run_1/placement.png
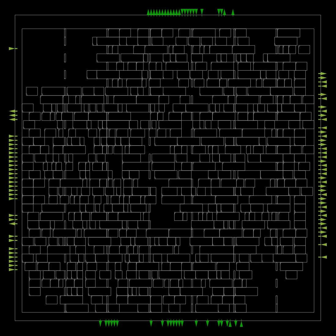
run_1/metal_density.png
Scale bar: 20 µm. 20 x 20 tiles, from dark purple (low) to yellow (high), scaled to the fullest tile. Values are wire area over tile area, all layers added.
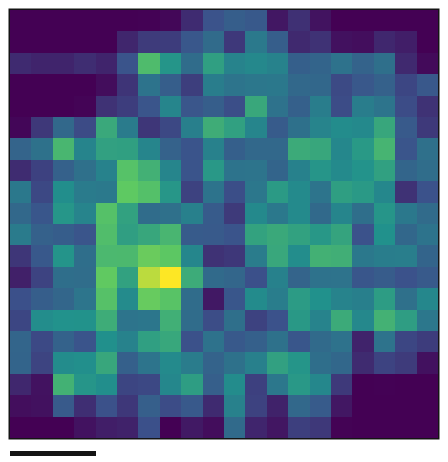
run_1/flops_by_reg.png
Other sequential cells in the stronger grey, the rest of the logic in the fainter grey.
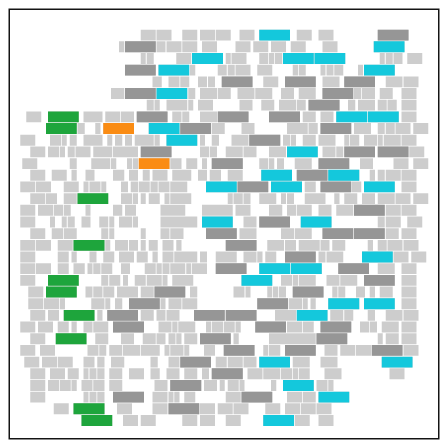
run_1/sizes.png
Scale bar: 20 µm.
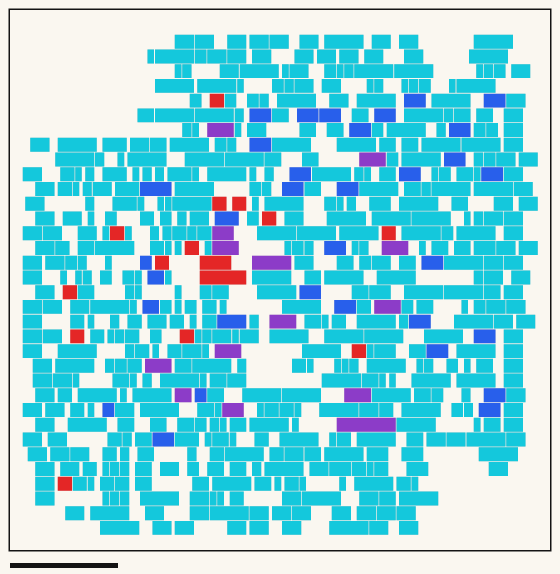
--- src/rtl/if_pipe_stage.sv ---
// Instruction-fetch stage: drives a ready-handshaked instruction memory, and
// loads the IF/ID register while honouring stalls, flushes and PC redirects.
module if_pipe_stage (
  input  logic        clk,
  input  logic        reset,
  input  logic        Data_Hazard,
  input  logic        Control_Hazard,
  input  logic        jump,
  input  logic        branch_taken,
  input  logic [9:0]  jump_address,
  input  logic [9:0]  branch_address,
  output logic        imem_req,
  output logic [9:0]  imem_addr,
  input  logic        imem_ready,
  input  logic [31:0] imem_rdata,
  output logic [9:0]  pc_plus4,
  output logic [31:0] instr,
  output logic        if_id_valid,
  output logic [1:0]  fsm_state
);

  // Memory handshake: a request is presented while imem_req=1 and completes in
  // the cycle imem_ready=1; address holds until then, reset may abandon it.
  typedef enum logic [1:0] {IDLE = 2'd0, BUSY = 2'd1, DONE = 2'd2} state_t;

  state_t      state, state_nxt;
  logic [9:0]  pc, pc_nxt, pc_inc;
  logic [9:0]  pend_addr, pend_addr_nxt;
  logic        pend_valid, pend_valid_nxt;
  logic [31:0] fetch_buf, fetch_buf_nxt;
  logic [31:0] deliver_word;
  logic [9:0]  target;
  logic        redirect, complete, advance, deliver;

  assign redirect  = Control_Hazard && (jump || branch_taken);
  assign target    = jump ? jump_address : branch_address;
  assign complete  = (state == BUSY) && imem_ready;
  // A word can only enter IF/ID when decode advances and no flush is active.
  assign advance   = Data_Hazard && !Control_Hazard;
  assign pc_inc    = pc + 10'd4;
  assign imem_addr = pc;
  assign fsm_state = state;

  always_ff @(posedge clk) begin
    if (reset) state <= IDLE;
    else       state <= state_nxt;
  end

  always_comb begin
    state_nxt = state;
    case (state)
      IDLE: state_nxt = BUSY;
      BUSY: if (complete && !redirect && !pend_valid && !advance) state_nxt = DONE;
      DONE: if (redirect || advance) state_nxt = BUSY;
      default: state_nxt = IDLE;
    endcase
  end

  always_comb begin
    imem_req       = (state == BUSY);
    pc_nxt         = pc;
    pend_addr_nxt  = pend_addr;
    pend_valid_nxt = pend_valid;
    fetch_buf_nxt  = fetch_buf;
    deliver        = 1'b0;
    deliver_word   = fetch_buf;
    case (state)
      IDLE: if (redirect) pc_nxt = target;
      BUSY: begin
        if (redirect) begin
          if (complete) begin
            pc_nxt         = target;
            pend_valid_nxt = 1'b0;
          end else begin
            pend_valid_nxt = 1'b1;
            pend_addr_nxt  = target;
          end
        end else if (complete) begin
          if (pend_valid) begin
            // Word belongs to the abandoned path; drop it and take the target.
            pc_nxt         = pend_addr;
            pend_valid_nxt = 1'b0;
          end else if (advance) begin
            deliver      = 1'b1;
            deliver_word = imem_rdata;
            pc_nxt       = pc_inc;
          end else begin
            fetch_buf_nxt = imem_rdata;
          end
        end
      end
      DONE: begin
        if (redirect) begin
          pc_nxt        = target;
          fetch_buf_nxt = '0;
        end else if (advance) begin
          deliver = 1'b1;
          pc_nxt  = pc_inc;
        end
      end
      default: ;
    endcase
  end

  always_ff @(posedge clk) begin
    if (reset) begin
      pc         <= '0;
      pend_addr  <= '0;
      pend_valid <= 1'b0;
      fetch_buf  <= '0;
    end else begin
      pc         <= pc_nxt;
      pend_addr  <= pend_addr_nxt;
      pend_valid <= pend_valid_nxt;
      fetch_buf  <= fetch_buf_nxt;
    end
  end

  always_ff @(posedge clk) begin
    if (reset || Control_Hazard) begin
      pc_plus4    <= '0;
      instr       <= '0;
      if_id_valid <= 1'b0;
    end else if (deliver) begin
      pc_plus4    <= pc_inc;
      instr       <= deliver_word;
      if_id_valid <= 1'b1;
    end else if (Data_Hazard) begin
      pc_plus4    <= '0;
      instr       <= '0;
      if_id_valid <= 1'b0;
    end
  end

endmodule

--- config.mk ---
export PLATFORM = sky130hd
export DESIGN_NAME = if_pipe_stage
export DESIGN_NICKNAME = d
export VERILOG_FILES = /design/src/rtl/if_pipe_stage.sv
export SDC_FILE = /design/constraint.sdc
export NUM_CORES = 1
export LEC_CHECK = 0
export CAP_MARGIN = 20
export CORE_MARGIN = 2
export CORE_UTILIZATION = 49
export DETAILED_ROUTE_END_ITERATION = 6
export PLACE_DENSITY = 0.81
export SYNTH_ARGS = -nofsm -noshare
export SYNTH_HDL_FRONTEND = slang
export SYNTH_SLANG_ARGS = --single-unit
--- constraint.sdc ---
create_clock -name clk -period 2.94 [get_ports clk]
set_clock_uncertainty 0.15 [all_clocks]
set_input_delay 0.294 -clock clk [delete_from_list [all_inputs] [get_ports clk]]
set_output_delay 0.294 -clock clk [all_outputs]
set_load 0.01 [all_outputs]
==> run notes, run 1 <==
impl run done, here's what came out: Post-Synthesis Cells=between 400 and 500, final worst-path cycle share=83.39%, outcome=finished, final reports clean, power density relative to cell area=about 700 nW/µm², non-clock buffer share of cell area=between 20% and 30%, die span in y=between 90 and 100 µm, # diodes=0, leading registers by flop count=fetch_buf: 32 flops, instr: 32 flops, root buffer cell=clkbuf_8, vias in the first global route=3778, clock latency of the later-clocked register in the worst-skew pair=around 0.36 ns, peak supply drop=around 0.00042 V, layout inverter count without the clock tree=7, antenna violations before repair=0, destination of the worst hold path=fetch_buf[17], crit-path most repeated cell=inv_1, register share after synthesis=43.73%, Register Area=between 1500 and 2000 µm², post-CTS clock slew at the launch and capture registers of the worst setup and hold paths=0.10 ns, worst hold slack=roughly 0.33 ns
## Picture notes: placement.png
area of the core: 8806 µm²
registers: 98

## Picture notes: metal_density.png
mean over tiles: 0.18
nearly empty tiles: 11%
emptiest ninth of the die: upper left
tiles over half the peak: 19%
fullest tile: 0.56

## Picture notes: flops_by_reg.png
legend:
  green:
    name_in_the_netlist: `pend_addr`
    flops: 10
  cyan:
    name_in_the_netlist: `instr`
    flops: 32
  orange:
    name_in_the_netlist: `fsm_state`
    flops: 2
not coloured: 54

## Picture notes: sizes.png
legend:
  cyan:
    size: _0 and _1 cells
    cells: 519
    share: 89%
  blue:
    size: _2 cells
    cells: 33
    share: 5.7%
  red:
    size: _3 and _4 cells
    cells: 15
    share: 2.6%
  purple:
    size: _6 and larger
    cells: 14
    share: 2.4%
non-clock buffer instance count of the final layout: 125
finished layout cell area: 5906 µm²

[run 1: worst register-to-register path, delay by kind of cell (launching register included)]
| family | cells | cell delay (ns) |
|---|---|---|
| AOI/OAI and AO/OA | 1 | 0.22 |
| and+or+nand+nor | 1 | 0.30 |
| adders and majority gates | 1 | 0.55 |
| buffers and inverters | 3 | 0.73 |
| DFF | 1 | 0.46 |
[run 1: per-layer routing]
layer  up-vias  GRT usage [%]  wire length, µm
met1      1861          32.49             5303
met3         4          3.654              628
met4         0          6.217               55
met5         -              0                0
met2       135          36.95             5526
li1       1916              -                -
[run 1: power breakdown]
group	switching, mW	internal [mW]	leakage (nW)
Clock	0.499	0.408	0.0959
Combinational	0.774	0.764	1.33
Sequential	0.228	1.59	0.796
==> run 2: changes to the inputs <==
--- a/config.mk
+++ b/config.mk
@@ -7,9 +7,9 @@
 export LEC_CHECK = 0
 export CAP_MARGIN = 20
 export CORE_MARGIN = 2
-export CORE_UTILIZATION = 49
+export CORE_UTILIZATION = 44
 export DETAILED_ROUTE_END_ITERATION = 6
-export PLACE_DENSITY = 0.81
+export PLACE_DENSITY = 0.77
 export SYNTH_ARGS = -nofsm -noshare
 export SYNTH_HDL_FRONTEND = slang
 export SYNTH_SLANG_ARGS = --single-unit
==> constraint.sdc (replaced) <==
create_clock -name clk -period 2 [get_ports clk]
set_clock_uncertainty 0.15 [all_clocks]
set_input_delay 0.2 -clock clk [delete_from_list [all_inputs] [get_ports clk]]
set_output_delay 0.2 -clock clk [all_outputs]
set_load 0.01 [all_outputs]
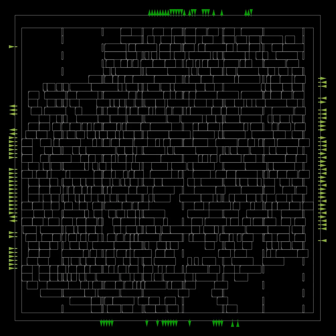
run_2/placement.png
cell row count: 36
fill cell total of the finished layout: 846

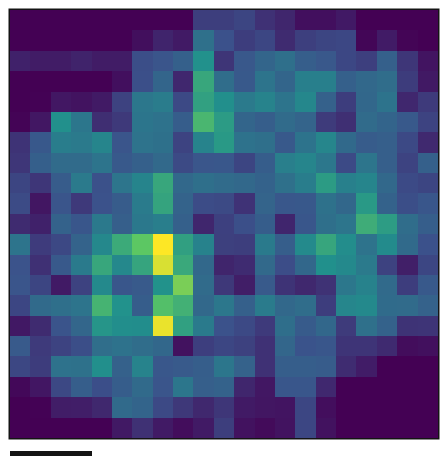
run_2/metal_density.png
Scale bar: 20 µm. 21 x 21 tiles, from dark purple (low) to yellow (high), scaled to the fullest tile. Values are wire area over tile area, all layers added.
nearly empty tiles: 13%
mean over tiles: 0.18
emptiest ninth of the die: upper left

==> run 2 against run 1 <==
Net effect:
- via count grew 7.4%
- area after synthesis unchanged
- routed wire length up 11%
- setup slack worse by 0.47 ns
- utilization decreased by 1.4 points
- worst hold slack worse by 0.062 ns
- synthesized cell count stayed put
- non-clock buffer count is 46 higher
- sequential power increased by 46%
- count of clock-buffer cells in the layout is the same
==> run notes, run 2 <==
impl run done, here's what came out: non-clock buffer instance count of the final layout=171, worst hold slack=0.2695 ns, outcome=finished, final reports clean, vias in the first global route=about 4200, # diodes=0, clock latency of the later-clocked register in the worst-skew pair=approximately 0.37 ns, largest power group=combinational logic, finished layout cell area=between 6000 and 7000 µm², root buffer cell=clkbuf_8, registers=~98, top-count cell post-synth=dfxtp_1, share of power burned in the clock network=19.2%, portion of total power attributed to combinational logic=a little over two fifths, Comb group=approximately 2.9 mW, antenna violations before repair=0, power of the sequential group=about 2.7 mW, switching part of the total power=between 30% and 40%, area of the core=roughly 9800 µm², post-cts hold buffer count=0, post-CTS clock slew at the launch and capture registers of the worst setup and hold paths=~0.12 ns, power attributed to the clock group=~1.3 mW, layout inverter count without the clock tree=7, Post-Synthesis Cells=between 400 and 500, Int Power=approximately 4.3 mW, power density relative to cell area=1057 nW/µm², share of total power in sequential cells=between 30% and 40%, die span in y=between 100 and 150 µm, non-clock buffer share of cell area=around 25%, peak supply drop=approximately 0.00054 V
[run 2: cell counts after synthesis]
Identical to the previous run, type by type.
[run 2: kinds of logic after synthesis]
group | after synthesis
adder cells (fa/ha/maj) | 6
flip-flops | 98
XOR/XNOR | 9
buffers and inverters | 43
multiplexers | 44
AND-OR/OR-AND | 143
AND/OR/NAND/NOR | 133
[run 2: per-layer routing]
metal / vias up / GRT usage [%] / share of wire [%]
li1: 2004 / - / -
met4: 0 / 5.524 / 1.1
met2: 155 / 40.17 / 50
met1: 2032 / 27.82 / 43
met5: - / 0 / 0
met3: 15 / 4.117 / 5.4
[run 2: repair_timing]
action | 4_1_cts | 5_1_grt
resized | 6 | 23
cloned | 1 | 0
setup buffers | 3 | 5
pin swaps | 1 | 3
endpoints found under the setup margin | 27 | 76
hold endpoints to repair | 0 | 0
==> run 3: changes to the inputs <==
--- a/config.mk
+++ b/config.mk
@@ -6,6 +6,7 @@
 export NUM_CORES = 1
 export LEC_CHECK = 0
 export CAP_MARGIN = 20
+export CORE_ASPECT_RATIO = 0.9
 export CORE_MARGIN = 2
 export CORE_UTILIZATION = 44
 export DETAILED_ROUTE_END_ITERATION = 6
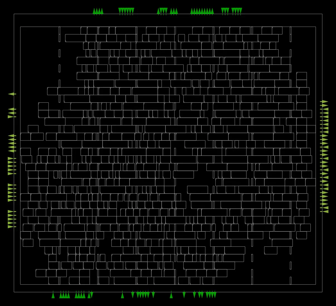
run_3/placement.png
number of non-filler instances in the completed layout: 752
fill cell total of the finished layout: 745
Taps Inserted: 126
sequential fraction of total cell area: 29.37%
area of the core: 9784 µm²

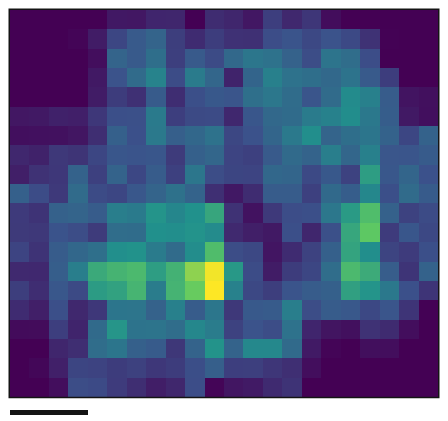
run_3/metal_density.png
Scale bar: 20 µm. 22 x 20 tiles, from dark purple (low) to yellow (high), scaled to the fullest tile. Values are wire area over tile area, all layers added.
emptiest ninth of the die: upper left
mean over tiles: 0.20
fullest tile: 0.82
tiles over half the peak: 7.3%
nearly empty tiles: 14%
routed length per placed instance: 17.79 µm
detailed-route wire length: 13380 µm

==> run 3 against run 2 <==
Net effect:
- the flow now finishes with violations (setup timing)
- utilization is 3.1 points higher
- register-to-register slack got worse by 0.04 ns
- total power increased by 11%
- combinational power grew 6%
- sequential power up 3%
- largest cell class unchanged
- highest routed layer unchanged
==> run notes, run 3 <==
impl run done, here's what came out: outcome=finished with violations, failing checks=setup timing, Register Area=~2000 µm², final worst-path cycle share=101.0%, layout inverter count without the clock tree=7, non-clock buffer instance count of the final layout=170, portion of total power attributed to combinational logic=between 30% and 40%, leading registers by flop count=fetch_buf: 32 flops, instr: 32 flops, type of element launching the critical path=flip-flop, clock latency of the later-clocked register in the worst-skew pair=approximately 0.34 ns, antenna violations before repair=0, top cells by area, synth=dfxtp_1 (44%), a22o_1 (7.2%), mux2_2 (6.3%), number of nets produced by synthesis=roughly 540, mux contribution to synthesized area=between 10% and 20%, switching part of the total power=about 33%, top-count cell post-synth=dfxtp_1, peak supply drop=between 0.0005 and 0.0006 V, register share after synthesis=between 40% and 50%, post-cts hold buffer count=0, power of the sequential group=approximately 2.7 mW, Post-Synthesis Cells=between 400 and 500, Yosys top cell area share=between 40% and 50%, final number of setup-violating endpoints=1, worst hold slack=~0.33 ns, registers=slightly below 100, # diodes=0, final worst slack=-0.02069 ns, top cells by instance count after synthesis=dfxtp_1 (98), nor2_1 (65), a21oi_1 (42), Die Width=110.4 µm, Comb group=3.02 mW, share of total power in sequential cells=between 30% and 40%, power attributed to the clock group=between 1.5 and 2 mW, worst-case clock buffer depth=2, die span in y=99.80 µm, startpoint of the most critical register-to-register path=fsm_state[1], destination of the worst hold path=fetch_buf[25], share of power burned in the clock network=around a quarter, Int Power=around 5 mW, most frequent logic cell in the layout=clkdlybuf4s50_1, post-CTS clock slew at the launch and capture registers of the worst setup and hold paths=0.07 ns, launching instance or port of the critical path=fsm_state[1], non-clock buffer share of cell area=between 20 and 30%, Setup WS pre-CTS=-0.3033 ns, finished layout cell area=approximately 6700 µm², Congestion Overflow GR=0, net switching power figure=roughly 2.5 mW, largest power group=combinational logic, initial cell density of the core=a little under half, vias in the first global route=3919, Main logic family=AND-OR/OR-AND gates
run 3: cell counts after synthesis:
Identical to the previous run, type by type.
run 3: per-layer routing:
layer	vias up	part of all wire, %	track usage, %	wire length (µm)
li1	2017	-	-	-
met1	2041	45	29.73	6058
met2	176	46	33.84	6173
met3	24	6.8	5.193	908
met4	0	1.8	6.346	235
met5	-	0	0	0
run 3: critical path, cell delays in order, from the launching register on:
cell	delay [ns]
dfxtp_4	0.37
inv_4	0.08
ha_4	0.17
nand2_4	0.07
nor3_4	0.20
buf_6	0.16
buf_12	0.14
mux2_4	0.31
a22oi_2	0.17
nor2_1	0.07
run 3: what timing repair did:
item,CTS,global route
setup endpoints to repair,35,70
gates resized,4,50
buffers inserted,0,4
pin swaps,1,16
cloned,0,4

## Gallery

Clock network drawn from the DEF.
shot_01.png
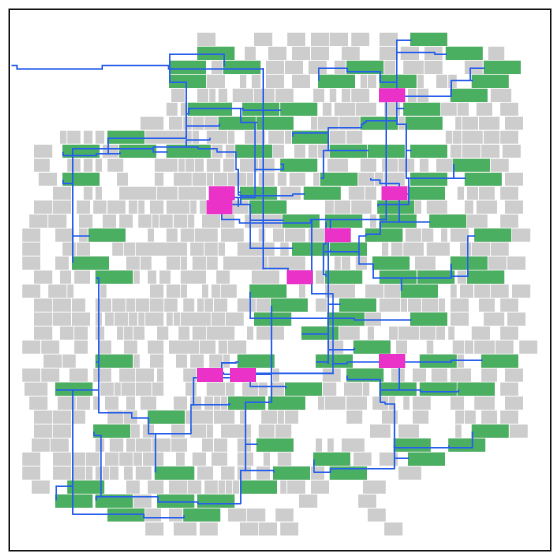
shot_02.png
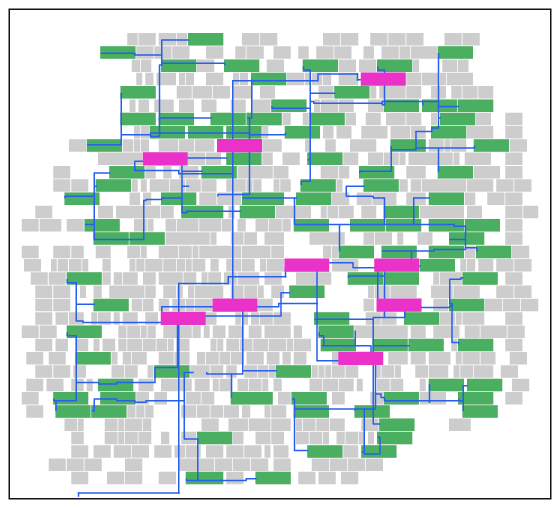
- run 3 = shot_02.png
- run 2 = shot_01.png

Key to shot_02.png:
legend:
  magenta:
    item: clock drivers
    count: 9
  blue:
    item: clock wires
    length: 1190 µm
  green:
    item: flip-flops
    count: 98
flops lie: spread over the die

No activity file was given, so power comes from the tool's default toggle rates.
